<file path="config.mk">
export PLATFORM = sky130hd
export DESIGN_NAME = alu_op_driver
export DESIGN_NICKNAME = d
export VERILOG_FILES = /design/src/rtl/alu_op_driver.sv
export SDC_FILE = /design/constraint.sdc
export NUM_CORES = 1
export LEC_CHECK = 0
export CAP_MARGIN = 25
export CELL_PAD_IN_SITES_DETAIL_PLACEMENT = 0
export CELL_PAD_IN_SITES_GLOBAL_PLACEMENT = 1
export CORE_MARGIN = 8
export CORE_UTILIZATION = 37
export CTS_CLUSTER_SIZE = 24
export DETAILED_ROUTE_END_ITERATION = 12
export PLACE_DENSITY_LB_ADDON = 0.15
export SYNTH_ARGS = -nofsm -noshare
export SYNTH_HDL_FRONTEND = slang
export SYNTH_SLANG_ARGS = --single-unit
</file>
<file path="constraint.sdc">
create_clock -name clk -period 5.8 [get_ports clk]
set_clock_uncertainty 0.15 [all_clocks]
set_input_delay 1.74 -clock clk [delete_from_list [all_inputs] [get_ports clk]]
set_output_delay 1.74 -clock clk [all_outputs]
set_load 0.03 [all_outputs]
</file>
<file path="src/rtl/alu_op_driver.sv">
// alu_op_driver
//   Front-end that owns the ALU input bus. It accepts one operation per
//   req_valid/req_ready handshake. The operation goes to the ALU either as
//   one combined-operand cycle or as two split-operand cycles (opa, then opb).
//   The block then waits LATENCY edges, captures res and the flags, and
//   returns them on the rsp_valid/rsp_ready channel. Only one operation is
//   ever outstanding.
//
//   Optional feature macro: ALU_DRV_STATS_EN
//     adds stat_ops / stat_errs (saturating handshake and error counters).
//
// Ports
//   clk, rst            clock, asynchronous active-low reset
//   req_*               host request channel (valid/ready plus operation fields)
//   ce, opa, opb, mode, inp_valid, cmd, cin
//                       registered ALU input bus
//   res, err, cout, oflow, g, l, e
//                       ALU outputs
//   rsp_valid/ready     response handshake
//   rsp_res, rsp_flags  captured result and flags {err, cout, oflow, g, l, e}
//   stat_ops, stat_errs (ALU_DRV_STATS_EN only) response and error counts
module alu_op_driver #(
  parameter int DATA_WIDTH = 8,
  parameter int CMD_WIDTH  = 4,
  parameter int RES_WIDTH  = 16,
  parameter int LATENCY    = 1,
  parameter int SPLIT_GAP  = 2
) (
  input  logic                  clk,
  input  logic                  rst,
  input  logic                  req_valid,
  output logic                  req_ready,
  input  logic [DATA_WIDTH-1:0] req_opa,
  input  logic [DATA_WIDTH-1:0] req_opb,
  input  logic                  req_mode,
  input  logic [CMD_WIDTH-1:0]  req_cmd,
  input  logic                  req_cin,
  input  logic [1:0]            req_inp_valid,
  input  logic                  req_split,
  output logic                  ce,
  output logic [DATA_WIDTH-1:0] opa,
  output logic [DATA_WIDTH-1:0] opb,
  output logic                  mode,
  output logic [1:0]            inp_valid,
  output logic [CMD_WIDTH-1:0]  cmd,
  output logic                  cin,
  input  logic [RES_WIDTH-1:0]  res,
  input  logic                  err,
  input  logic                  cout,
  input  logic                  oflow,
  input  logic                  g,
  input  logic                  l,
  input  logic                  e,
  output logic                  rsp_valid,
  input  logic                  rsp_ready,
  output logic [RES_WIDTH-1:0]  rsp_res,
  output logic [5:0]            rsp_flags
`ifdef ALU_DRV_STATS_EN
  ,
  output logic [15:0]           stat_ops,
  output logic [15:0]           stat_errs
`endif
);

  typedef enum logic [2:0] {
    ST_IDLE     = 3'd0,
    ST_ISSUE_AB = 3'd1,
    ST_ISSUE_A  = 3'd2,
    ST_GAP      = 3'd3,
    ST_ISSUE_B  = 3'd4,
    ST_WAIT     = 3'd5,
    ST_RESP     = 3'd6
  } state_e;

  // Both counters count down and exit on 1, so WAIT lasts LATENCY-1 cycles
  // and GAP lasts SPLIT_GAP cycles.
  localparam logic [3:0] LAT_LOAD = 4'(LATENCY - 1);
  localparam logic [3:0] GAP_LOAD = 4'(SPLIT_GAP);
  localparam bit         LAT_ONE  = (LATENCY == 1);
  localparam bit         GAP_NONE = (SPLIT_GAP == 0);

  state_e                state_q, state_d;
  logic [3:0]            cnt_q, cnt_d;
  logic                  capture_s;
  logic [DATA_WIDTH-1:0] opb_lat_q;

  logic                  ce_q, ce_d;
  logic [DATA_WIDTH-1:0] opa_q, opa_d, opb_q, opb_d;
  logic                  mode_q, mode_d, cin_q, cin_d;
  logic [1:0]            inp_valid_q, inp_valid_d;
  logic [CMD_WIDTH-1:0]  cmd_q, cmd_d;
  logic                  req_ready_q, req_ready_d;
  logic                  rsp_valid_q, rsp_valid_d;
  logic [RES_WIDTH-1:0]  rsp_res_q;
  logic [5:0]            rsp_flags_q;

  // State and counter registers
  always_ff @(posedge clk or negedge rst) begin
    if (!rst) begin
      state_q <= ST_IDLE;
      cnt_q   <= 4'd0;
    end else begin
      state_q <= state_d;
      cnt_q   <= cnt_d;
    end
  end

  // Next-state logic. LATENCY=1 skips WAIT and captures on the edge that
  // leaves the issue state.
  always_comb begin
    state_d   = state_q;
    cnt_d     = cnt_q;
    capture_s = 1'b0;
    case (state_q)
      ST_IDLE: begin
        if (req_valid && req_ready_q) begin
          if (req_split && (req_inp_valid == 2'b11)) begin
            state_d = ST_ISSUE_A;
          end else begin
            state_d = ST_ISSUE_AB;
          end
        end else begin
          state_d = ST_IDLE;
        end
      end
      ST_ISSUE_AB, ST_ISSUE_B: begin
        if (LAT_ONE) begin
          capture_s = 1'b1;
          state_d   = ST_RESP;
        end else begin
          cnt_d   = LAT_LOAD;
          state_d = ST_WAIT;
        end
      end
      ST_ISSUE_A: begin
        if (GAP_NONE) begin
          state_d = ST_ISSUE_B;
        end else begin
          cnt_d   = GAP_LOAD;
          state_d = ST_GAP;
        end
      end
      ST_GAP: begin
        if (cnt_q <= 4'd1) begin
          state_d = ST_ISSUE_B;
        end else begin
          cnt_d = cnt_q - 4'd1;
        end
      end
      ST_WAIT: begin
        if (cnt_q <= 4'd1) begin
          capture_s = 1'b1;
          state_d   = ST_RESP;
        end else begin
          cnt_d = cnt_q - 4'd1;
        end
      end
      ST_RESP: begin
        if (rsp_ready) begin
          state_d = ST_IDLE;
        end else begin
          state_d = ST_RESP;
        end
      end
      default: state_d = ST_IDLE;
    endcase
  end

  // Output next values, decoded from the next state so that every output
  // comes straight from a flop. The issue states are entered only on the
  // accept edge, so they take the operation fields directly from req_*.
  // ISSUE_B uses the stored opb and keeps opa/mode/cmd/cin from ISSUE_A.
  always_comb begin
    ce_d        = 1'b0;
    opa_d       = opa_q;
    opb_d       = opb_q;
    mode_d      = mode_q;
    inp_valid_d = inp_valid_q;
    cmd_d       = cmd_q;
    cin_d       = cin_q;
    case (state_d)
      ST_ISSUE_AB: begin
        ce_d        = 1'b1;
        opa_d       = req_opa;
        opb_d       = req_opb;
        mode_d      = req_mode;
        inp_valid_d = req_inp_valid;
        cmd_d       = req_cmd;
        cin_d       = req_cin;
      end
      ST_ISSUE_A: begin
        ce_d        = 1'b1;
        opa_d       = req_opa;
        opb_d       = {DATA_WIDTH{1'b0}};
        mode_d      = req_mode;
        inp_valid_d = 2'b01;
        cmd_d       = req_cmd;
        cin_d       = req_cin;
      end
      ST_ISSUE_B: begin
        ce_d        = 1'b1;
        opb_d       = opb_lat_q;
        inp_valid_d = 2'b10;
      end
      ST_WAIT: ce_d = 1'b1;
      default: ce_d = 1'b0;
    endcase
    req_ready_d = (state_d == ST_IDLE);
    rsp_valid_d = (state_d == ST_RESP);
  end

  // Registered ALU bus, handshake outputs, request latch and response capture
  always_ff @(posedge clk or negedge rst) begin
    if (!rst) begin
      ce_q        <= 1'b0;
      opa_q       <= {DATA_WIDTH{1'b0}};
      opb_q       <= {DATA_WIDTH{1'b0}};
      mode_q      <= 1'b0;
      inp_valid_q <= 2'b00;
      cmd_q       <= {CMD_WIDTH{1'b0}};
      cin_q       <= 1'b0;
      req_ready_q <= 1'b1;
      rsp_valid_q <= 1'b0;
      opb_lat_q   <= {DATA_WIDTH{1'b0}};
      rsp_res_q   <= {RES_WIDTH{1'b0}};
      rsp_flags_q <= 6'd0;
    end else begin
      ce_q        <= ce_d;
      opa_q       <= opa_d;
      opb_q       <= opb_d;
      mode_q      <= mode_d;
      inp_valid_q <= inp_valid_d;
      cmd_q       <= cmd_d;
      cin_q       <= cin_d;
      req_ready_q <= req_ready_d;
      rsp_valid_q <= rsp_valid_d;
      if (req_valid && req_ready_q) begin
        opb_lat_q <= req_opb;
      end
      if (capture_s) begin
        rsp_res_q   <= res;
        rsp_flags_q <= {err, cout, oflow, g, l, e};
      end
    end
  end

  assign ce        = ce_q;
  assign opa       = opa_q;
  assign opb       = opb_q;
  assign mode      = mode_q;
  assign inp_valid = inp_valid_q;
  assign cmd       = cmd_q;
  assign cin       = cin_q;
  assign req_ready = req_ready_q;
  assign rsp_valid = rsp_valid_q;
  assign rsp_res   = rsp_res_q;
  assign rsp_flags = rsp_flags_q;

`ifdef ALU_DRV_STATS_EN
  logic [15:0] stat_ops_q, stat_errs_q;

  // Saturating counters of completed responses and of responses carrying err
  always_ff @(posedge clk or negedge rst) begin
    if (!rst) begin
      stat_ops_q  <= 16'd0;
      stat_errs_q <= 16'd0;
    end else if ((state_q == ST_RESP) && rsp_ready) begin
      if (stat_ops_q != 16'hFFFF) begin
        stat_ops_q <= stat_ops_q + 16'd1;
      end
      if (rsp_flags_q[5] && (stat_errs_q != 16'hFFFF)) begin
        stat_errs_q <= stat_errs_q + 16'd1;
      end
    end
  end

  assign stat_ops  = stat_ops_q;
  assign stat_errs = stat_errs_q;
`endif

endmodule

</file>
Fig. 1: signal wires on met1
Cells faint in the background.
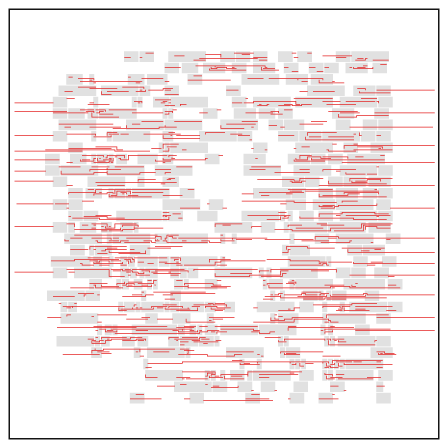
nets with wire on the layer: 348
main direction: horizontal
longest straight run: 35.0 um
share of all routed wire: 49%
Routed WL: 6970 um
grt met1 use: 18.7%
vias post-DR: 2030

Fig. 2: metal 3
Cells faint in the background.
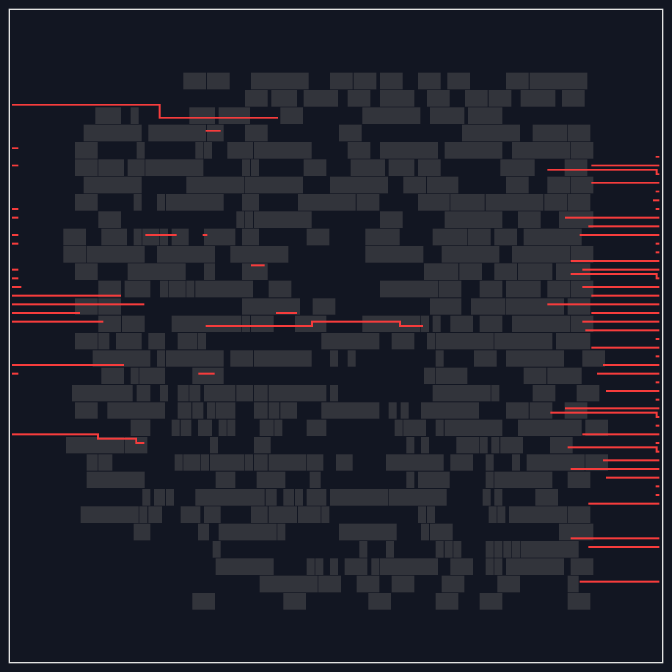
wire length on this layer: 565 um
main direction: horizontal
longest straight run: 23.0 um
routing usage on met3: 3.95%

==> results.txt <==
P_clk: 0.405 mW
Int Pwr: 1.54 mW
Critical path cell sequence: clkdlybuf4s50_1
Storage cell area: 0.00160 mm^2
WL met1: 3410 um
Largest net degree at the start of global routing: 45
Max-area cell share: 57.3%
Sw Ratio: 39.0%
Antenna violations before repair: 0
Syn_nets: 284
Status: finished, final reports clean
CTS H-tree depth: 3
Largest area contributor in the netlist: dfrtp_1
FF-to-FF path depth: 7
Comb. cell area: 0.00107 mm^2
Register share after synthesis: 58.2%
Crit-path max FO: 5
Post-cts resize count: 0
XOR-XNOR Cells, Area Fraction: 0.318%
Worst-Margin Slew: 0.723 ns
Yosys reg bits: 64
CTS sink count: 64
## cell type report
type / instances / share of cell area [%]
Timing Repair Buffer: 103 / 25.6
Tap cell: 99 / 3.06
Clock inverter: 4 / 1.73
Inverter: 3 / 0.278
Clock buffer: 10 / 3.40
Sequential cell: 64 / 39.5
Multi-Input combinational cell: 154 / 26.4
## placed cells by master, fill, tap and decap left out, types with 3 or more instances in the layout
master and instances:
a22oi_1 9, mux2_2 11, a31oi_1 3, nand3_1 4, inv_1 3, dfrtp_1 63
nor2b_1 3, o21ai_0 6, clkdlybuf4s50_1 98, clkbuf_8 10, mux2_4 20, nor2_1 8
nand2_1 66
Power is estimated from default activity; no workload was simulated.
